===== src/rtl/hpdcache_pkg.sv =====
// hpdcache_pkg: shared cache configuration, CMO handler op encoding and core CMO op decode helpers.
package hpdcache_pkg;

   typedef struct packed {
      logic [31:0] ways;
   } hpdcache_user_cfg_t;

   typedef struct packed {
      hpdcache_user_cfg_t u;
   } hpdcache_cfg_t;

   typedef struct packed {
      logic is_fence;
      logic is_inval_by_nline;
      logic is_inval_by_set;
      logic is_inval_all;
   } hpdcache_cmoh_op_t;

   typedef enum logic [2:0] {
      HPDCACHE_CMO_FENCE       = 3'd0,
      HPDCACHE_CMO_INVAL_NLINE = 3'd1,
      HPDCACHE_CMO_INVAL_SET   = 3'd2,
      HPDCACHE_CMO_INVAL_ALL   = 3'd3
   } hpdcache_cmo_core_op_e;

   // Encodings 4..7 are reserved and must be answered with an error.
   function automatic logic cmo_op_legal(input logic [2:0] op);
      return !op[2];
   endfunction

   function automatic hpdcache_cmoh_op_t cmo_op_decode(input logic [2:0] op);
      hpdcache_cmoh_op_t r;
      r.is_fence          = op == HPDCACHE_CMO_FENCE;
      r.is_inval_by_nline = op == HPDCACHE_CMO_INVAL_NLINE;
      r.is_inval_by_set   = op == HPDCACHE_CMO_INVAL_SET;
      r.is_inval_all      = op == HPDCACHE_CMO_INVAL_ALL;
      return r;
   endfunction

endpackage


===== src/rtl/hpdcache_cmo_issuer_if.sv =====
// hpdcache_cmo_issuer_if: core request/response and CMO handler channels of the CMO issuer.
interface hpdcache_cmo_issuer_if
   import hpdcache_pkg::*;
#(
   parameter type hpdcache_req_addr_t   = logic,
   parameter type hpdcache_req_data_t   = logic,
   parameter type hpdcache_req_tid_t    = logic,
   parameter type hpdcache_way_vector_t = logic
) ();

   logic                 core_req_valid_i;
   logic                 core_req_ready_o;
   logic [2:0]           core_req_op_i;
   hpdcache_req_addr_t   core_req_addr_i;
   hpdcache_way_vector_t core_req_way_i;
   hpdcache_req_tid_t    core_req_tid_i;
   logic                 core_req_need_rsp_i;

   logic                 cmo_req_valid_o;
   logic                 cmo_req_ready_i;
   hpdcache_cmoh_op_t    cmo_req_op_o;
   hpdcache_req_addr_t   cmo_req_addr_o;
   hpdcache_req_data_t   cmo_req_wdata_o;
   logic                 cmo_req_wait_i;

   logic                 core_rsp_valid_o;
   logic                 core_rsp_ready_i;
   hpdcache_req_tid_t    core_rsp_tid_o;
   logic                 core_rsp_error_o;

   modport master (
      output core_req_valid_i, core_req_op_i, core_req_addr_i, core_req_way_i,
             core_req_tid_i, core_req_need_rsp_i, cmo_req_ready_i, cmo_req_wait_i,
             core_rsp_ready_i,
      input  core_req_ready_o, cmo_req_valid_o, cmo_req_op_o, cmo_req_addr_o,
             cmo_req_wdata_o, core_rsp_valid_o, core_rsp_tid_o, core_rsp_error_o
   );

   modport slave (
      input  core_req_valid_i, core_req_op_i, core_req_addr_i, core_req_way_i,
             core_req_tid_i, core_req_need_rsp_i, cmo_req_ready_i, cmo_req_wait_i,
             core_rsp_ready_i,
      output core_req_ready_o, cmo_req_valid_o, cmo_req_op_o, cmo_req_addr_o,
             cmo_req_wdata_o, core_rsp_valid_o, core_rsp_tid_o, core_rsp_error_o
   );

endinterface


===== src/rtl/hpdcache_cmo_issuer.sv =====
// hpdcache_cmo_issuer: accepts one core CMO request at a time, issues it to the CMO handler and returns completion.
module hpdcache_cmo_issuer
   import hpdcache_pkg::*;
#(
   parameter hpdcache_cfg_t HPDcacheCfg = '0,
   parameter type hpdcache_req_addr_t   = logic,
   parameter type hpdcache_req_data_t   = logic,
   parameter type hpdcache_req_tid_t    = logic,
   parameter type hpdcache_way_vector_t = logic,
   parameter int unsigned WaitCntWidth  = 16
) (
   input  logic                    clk_i,
   input  logic                    rst_i,
   hpdcache_cmo_issuer_if.slave    bus,
   output logic                    busy_o,
   output logic [WaitCntWidth-1:0] wait_cnt_o
);

   localparam logic [1:0] IDLE      = 2'd0;
   localparam logic [1:0] ISSUE     = 2'd1;
   localparam logic [1:0] WAIT_DONE = 2'd2;
   localparam logic [1:0] RESP      = 2'd3;

   localparam int unsigned Ways = HPDcacheCfg.u.ways;
   localparam logic [63:0] WayMask = (Ways >= 64) ? '1 : ((64'd1 << Ways) - 64'd1);

   logic [1:0]              state_q, state_d;
   logic                    need_rsp_q, need_rsp_d;
   logic                    err_q, err_d;
   logic [WaitCntWidth-1:0] cnt_q, cnt_d;
   hpdcache_cmoh_op_t       op_q;
   hpdcache_req_addr_t      addr_q;
   hpdcache_way_vector_t    way_q;
   hpdcache_req_tid_t       tid_q;
   logic                    accept, legal, issuing, responding;

   assign accept     = bus.core_req_valid_i && state_q == IDLE;
   assign legal      = cmo_op_legal(bus.core_req_op_i);
   assign issuing    = state_q == ISSUE;
   assign responding = state_q == RESP;

   always_comb begin
      state_d = state_q == IDLE      ? (bus.core_req_valid_i ? (legal ? ISSUE : RESP) : IDLE)
              : state_q == ISSUE     ? (bus.cmo_req_ready_i ? WAIT_DONE : ISSUE)
              : state_q == WAIT_DONE ? (bus.cmo_req_ready_i ? (need_rsp_q ? RESP : IDLE) : WAIT_DONE)
              :                        (bus.core_rsp_ready_i ? IDLE : RESP);
      need_rsp_d = accept ? bus.core_req_need_rsp_i : need_rsp_q;
      err_d      = accept ? !legal : (responding && bus.core_rsp_ready_i) ? 1'b0 : err_q;
      cnt_d      = (state_q == WAIT_DONE && bus.cmo_req_wait_i && !(&cnt_q))
                 ? cnt_q + WaitCntWidth'(1) : cnt_q;
   end

   always_ff @(posedge clk_i or posedge rst_i) begin
      if (rst_i) begin
         state_q    <= IDLE;
         need_rsp_q <= 1'b0;
         err_q      <= 1'b0;
         cnt_q      <= '0;
      end else begin
         state_q    <= state_d;
         need_rsp_q <= need_rsp_d;
         err_q      <= err_d;
         cnt_q      <= cnt_d;
      end
   end

   // Datapath is only observed through state-gated outputs, so it carries no reset.
   always_ff @(posedge clk_i) begin
      if (accept) begin
         op_q   <= cmo_op_decode(bus.core_req_op_i);
         addr_q <= bus.core_req_addr_i;
         way_q  <= bus.core_req_way_i;
         tid_q  <= bus.core_req_tid_i;
      end
   end

   assign bus.core_req_ready_o = state_q == IDLE;
   assign bus.cmo_req_valid_o  = issuing;
   assign bus.cmo_req_op_o     = issuing ? op_q : '0;
   assign bus.cmo_req_addr_o   = issuing ? addr_q : '0;
   assign bus.cmo_req_wdata_o  = issuing
                               ? hpdcache_req_data_t'(way_q & hpdcache_way_vector_t'(WayMask)) : '0;
   assign bus.core_rsp_valid_o = responding;
   assign bus.core_rsp_tid_o   = responding ? tid_q : '0;
   assign bus.core_rsp_error_o = responding && err_q;
   assign busy_o               = state_q != IDLE;
   assign wait_cnt_o           = cnt_q;

`ifndef HPDCACHE_ASSERT_OFF
   a_op_onehot : assert property (@(posedge clk_i) disable iff (rst_i)
      bus.cmo_req_valid_o |-> $onehot(bus.cmo_req_op_o));
   a_cmo_stable : assert property (@(posedge clk_i) disable iff (rst_i)
      bus.cmo_req_valid_o && !bus.cmo_req_ready_i |=> bus.cmo_req_valid_o
         && $stable(bus.cmo_req_op_o) && $stable(bus.cmo_req_addr_o) && $stable(bus.cmo_req_wdata_o));
   a_rsp_stable : assert property (@(posedge clk_i) disable iff (rst_i)
      bus.core_rsp_valid_o && !bus.core_rsp_ready_i |=> bus.core_rsp_valid_o
         && $stable(bus.core_rsp_tid_o) && $stable(bus.core_rsp_error_o));
`endif

endmodule


===== src/flat_wrapper.sv =====
// flat-port wrapper written by rule: the top's interface ports become plain ports
module hpdcache_cmo_issuer_flat import hpdcache_pkg::*;
#(
   parameter hpdcache_cfg_t HPDcacheCfg = '0,
   parameter type hpdcache_req_addr_t   = logic,
   parameter type hpdcache_req_data_t   = logic,
   parameter type hpdcache_req_tid_t    = logic,
   parameter type hpdcache_way_vector_t = logic,
   parameter int unsigned WaitCntWidth  = 16
)
  (clk_i, rst_i, busy_o, wait_cnt_o, bus_core_req_valid_i, bus_core_req_op_i, bus_core_req_addr_i, bus_core_req_way_i, bus_core_req_tid_i, bus_core_req_need_rsp_i, bus_cmo_req_ready_i, bus_cmo_req_wait_i, bus_core_rsp_ready_i, bus_core_req_ready_o, bus_cmo_req_valid_o, bus_cmo_req_op_o, bus_cmo_req_addr_o, bus_cmo_req_wdata_o, bus_core_rsp_valid_o, bus_core_rsp_tid_o, bus_core_rsp_error_o);
  hpdcache_cmo_issuer_if #(.hpdcache_req_addr_t(hpdcache_req_addr_t), .hpdcache_req_data_t(hpdcache_req_data_t), .hpdcache_req_tid_t(hpdcache_req_tid_t), .hpdcache_way_vector_t(hpdcache_way_vector_t)) bus_i ();
  input  logic clk_i;
  input  logic rst_i;
  output logic busy_o;
  output logic [WaitCntWidth-1:0] wait_cnt_o;
  input wire logic [$bits(bus_i.core_req_valid_i)-1:0] bus_core_req_valid_i;
  input wire logic [$bits(bus_i.core_req_op_i)-1:0] bus_core_req_op_i;
  input wire logic [$bits(bus_i.core_req_addr_i)-1:0] bus_core_req_addr_i;
  input wire logic [$bits(bus_i.core_req_way_i)-1:0] bus_core_req_way_i;
  input wire logic [$bits(bus_i.core_req_tid_i)-1:0] bus_core_req_tid_i;
  input wire logic [$bits(bus_i.core_req_need_rsp_i)-1:0] bus_core_req_need_rsp_i;
  input wire logic [$bits(bus_i.cmo_req_ready_i)-1:0] bus_cmo_req_ready_i;
  input wire logic [$bits(bus_i.cmo_req_wait_i)-1:0] bus_cmo_req_wait_i;
  input wire logic [$bits(bus_i.core_rsp_ready_i)-1:0] bus_core_rsp_ready_i;
  output wire logic [$bits(bus_i.core_req_ready_o)-1:0] bus_core_req_ready_o;
  output wire logic [$bits(bus_i.cmo_req_valid_o)-1:0] bus_cmo_req_valid_o;
  output wire logic [$bits(bus_i.cmo_req_op_o)-1:0] bus_cmo_req_op_o;
  output wire logic [$bits(bus_i.cmo_req_addr_o)-1:0] bus_cmo_req_addr_o;
  output wire logic [$bits(bus_i.cmo_req_wdata_o)-1:0] bus_cmo_req_wdata_o;
  output wire logic [$bits(bus_i.core_rsp_valid_o)-1:0] bus_core_rsp_valid_o;
  output wire logic [$bits(bus_i.core_rsp_tid_o)-1:0] bus_core_rsp_tid_o;
  output wire logic [$bits(bus_i.core_rsp_error_o)-1:0] bus_core_rsp_error_o;
  assign bus_i.core_req_valid_i = bus_core_req_valid_i;
  assign bus_i.core_req_op_i = bus_core_req_op_i;
  assign bus_i.core_req_addr_i = bus_core_req_addr_i;
  assign bus_i.core_req_way_i = bus_core_req_way_i;
  assign bus_i.core_req_tid_i = bus_core_req_tid_i;
  assign bus_i.core_req_need_rsp_i = bus_core_req_need_rsp_i;
  assign bus_i.cmo_req_ready_i = bus_cmo_req_ready_i;
  assign bus_i.cmo_req_wait_i = bus_cmo_req_wait_i;
  assign bus_i.core_rsp_ready_i = bus_core_rsp_ready_i;
  assign bus_core_req_ready_o = bus_i.core_req_ready_o;
  assign bus_cmo_req_valid_o = bus_i.cmo_req_valid_o;
  assign bus_cmo_req_op_o = bus_i.cmo_req_op_o;
  assign bus_cmo_req_addr_o = bus_i.cmo_req_addr_o;
  assign bus_cmo_req_wdata_o = bus_i.cmo_req_wdata_o;
  assign bus_core_rsp_valid_o = bus_i.core_rsp_valid_o;
  assign bus_core_rsp_tid_o = bus_i.core_rsp_tid_o;
  assign bus_core_rsp_error_o = bus_i.core_rsp_error_o;
  hpdcache_cmo_issuer #(.HPDcacheCfg(HPDcacheCfg), .hpdcache_req_addr_t(hpdcache_req_addr_t), .hpdcache_req_data_t(hpdcache_req_data_t), .hpdcache_req_tid_t(hpdcache_req_tid_t), .hpdcache_way_vector_t(hpdcache_way_vector_t), .WaitCntWidth(WaitCntWidth)) u_core (.clk_i(clk_i), .rst_i(rst_i), .bus(bus_i), .busy_o(busy_o), .wait_cnt_o(wait_cnt_o));
endmodule

===== config.mk =====
export PLATFORM = sky130hd
export DESIGN_NAME = hpdcache_cmo_issuer_flat
export DESIGN_NICKNAME = d
export VERILOG_FILES = /design/src/rtl/hpdcache_pkg.sv /design/src/rtl/hpdcache_cmo_issuer_if.sv /design/src/rtl/hpdcache_cmo_issuer.sv /design/src/flat_wrapper.sv
export SDC_FILE = /design/constraint.sdc
export NUM_CORES = 1
export LEC_CHECK = 0
export CAP_MARGIN = 20
export CORE_ASPECT_RATIO = 2
export CORE_MARGIN = 2
export CORE_UTILIZATION = 45
export CTS_CLUSTER_SIZE = 40
export DETAILED_ROUTE_END_ITERATION = 10
export DONT_BUFFER_PORTS = 1
export SLEW_MARGIN = 20
export SYNTH_ARGS = -nofsm -noshare
export SYNTH_HDL_FRONTEND = slang
export SYNTH_SLANG_ARGS = --single-unit
export TNS_END_PERCENT = 10

===== constraint.sdc =====
create_clock -name clk_i -period 2.3 [get_ports clk_i]
set_clock_uncertainty 0.05 [all_clocks]
set_input_delay 0.23 -clock clk_i [delete_from_list [all_inputs] [get_ports clk_i]]
set_output_delay 0.23 -clock clk_i [all_outputs]
set_load 0.01 [all_outputs]

==> images/met3.png <==
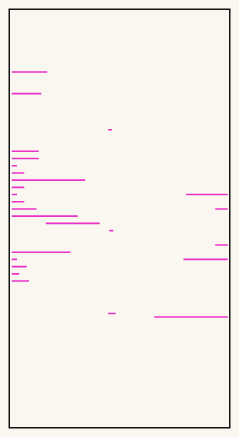
The layer carries 122 µm of wire. 23 nets have wire on it. The layer holds 5.0% of the routed length. The longest straight run is 13.6 µm.

==> images/clock_map.png <==
Bar = 10 µm.
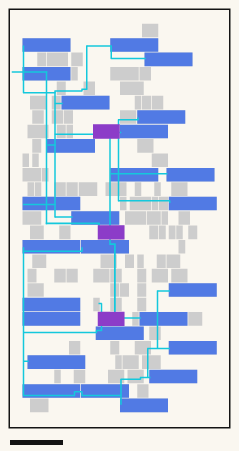
Key: cyan = clock wires [length 344 µm]; blue = flip-flops [count 26]; purple = cells driving clock nets [count 3]
There are 4 routed clock nets.
clk pwr: 0.268 mW
clk_lat worst skew: 270 ps

==> images/final_placement.png <==
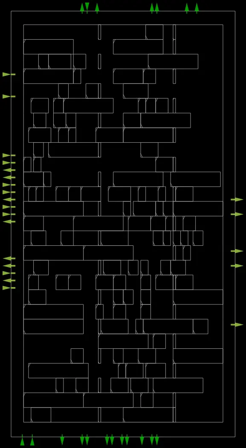
flop share of the area: 50.37%
seq_cells: 26
Rows: 27

==> results.py <==
# Metrics from the implementation run
metrics = {
    "run_status": {
        "status": "finished clean",
    },
    "power_and_ir_drop": {
        "top_power_group": "sequential cells",
        "seq-power_mw": 0.701,
        "pwr-share-comb_pct": 23.9,
        "p_sw_mw": 0.4463,
    },
    "critical_path": {
        "startpoint": "u_core.wait_cnt_o[0]",
        "cp_cell_sequence": "ha_1 -> nand3_1 -> or3b_4 -> nor2_1 -> mux2_2",
        "critPathTopFamily": "simple AND/OR/NAND/NOR gates",
        "rrSetupSlack_ps": 440,
        "worstSetupPathType": "register to register",
    },
    "final_layout": {
        "nMultiInputCombCells": 81,
        "layout.nets": 135,
        "fin_area_um2": 1351,
        "antennaDiodeCount": 0,
        "clk_share_pct": 3.333,
    },
    "floorplan": {
        "core_area_um2": 2703,
        "initial_core_util_pct": 46.44,
        "die_area_um2": 3253,
    },
    "clock_network": {
        "cts_made_buffers": 3,
        "cts_setup_buffers": 0,
    },
    "grt": {
        "grt_max_degree": 21,
    },
    "logic_synthesis": {
        "ys_cells": 115,
        "top_cells_by_count": "20 x dfrtp_1, 10 x nand2_1, 8 x nand3_1, 8 x xnor2_1",
        "flop_cell": "dfrtp_1",
        "syn_area_um2": 1255,
        "ys_sh_aoi_pct": 4.985,
        "synth_cells": 115,
    },
}
==> images/metal_stack.png <==
Bar = 10 µm.
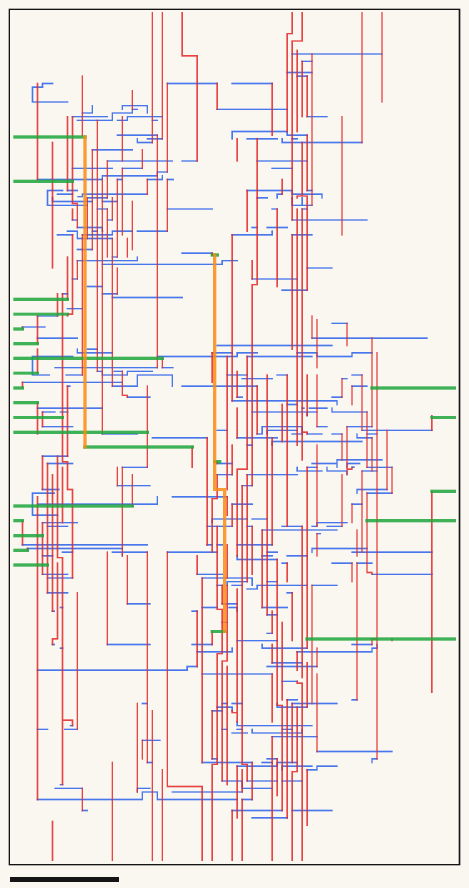
Key: green = met3 [wire length 122 µm]; orange = met4 [wire length 64.2 µm]; red = met2 [wire length 1430 µm]; blue = met1 [wire length 810 µm]
total track usage: 17.76%
DR vias: 868
drt wl/cell: 16.26 µm
final wirelength: 2422 µm

==> images/pins.png <==
Pins as bars across the die edge, other pins in gray.
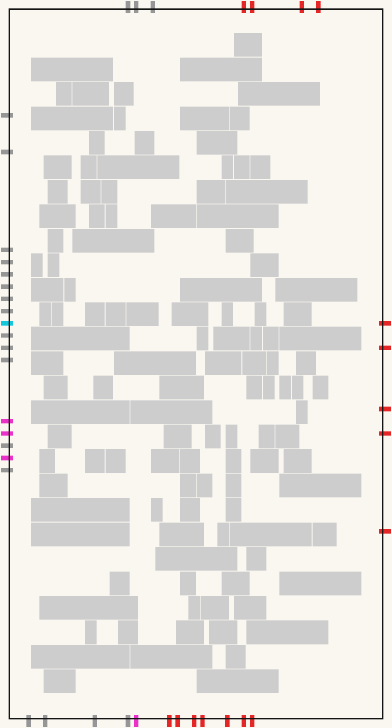
Key: magenta = `bus_cmo_req_op_o` [pins 4, direction output, edge 3 left, 1 bottom]; cyan = `bus_core_rsp_tid_o` [pins 1, direction output, edge left]; red = `wait_cnt_o` [pins 16, direction output, edge 7 bottom, 5 right, 4 top]
All pins by edge: 17 left, 12 bottom, 7 top, 5 right.
IO Port Bufs: 0
Die Y: 78.68 µm
die width: 41.34 µm

Power figures rest on the tool's default switching activity, not on a simulated workload.
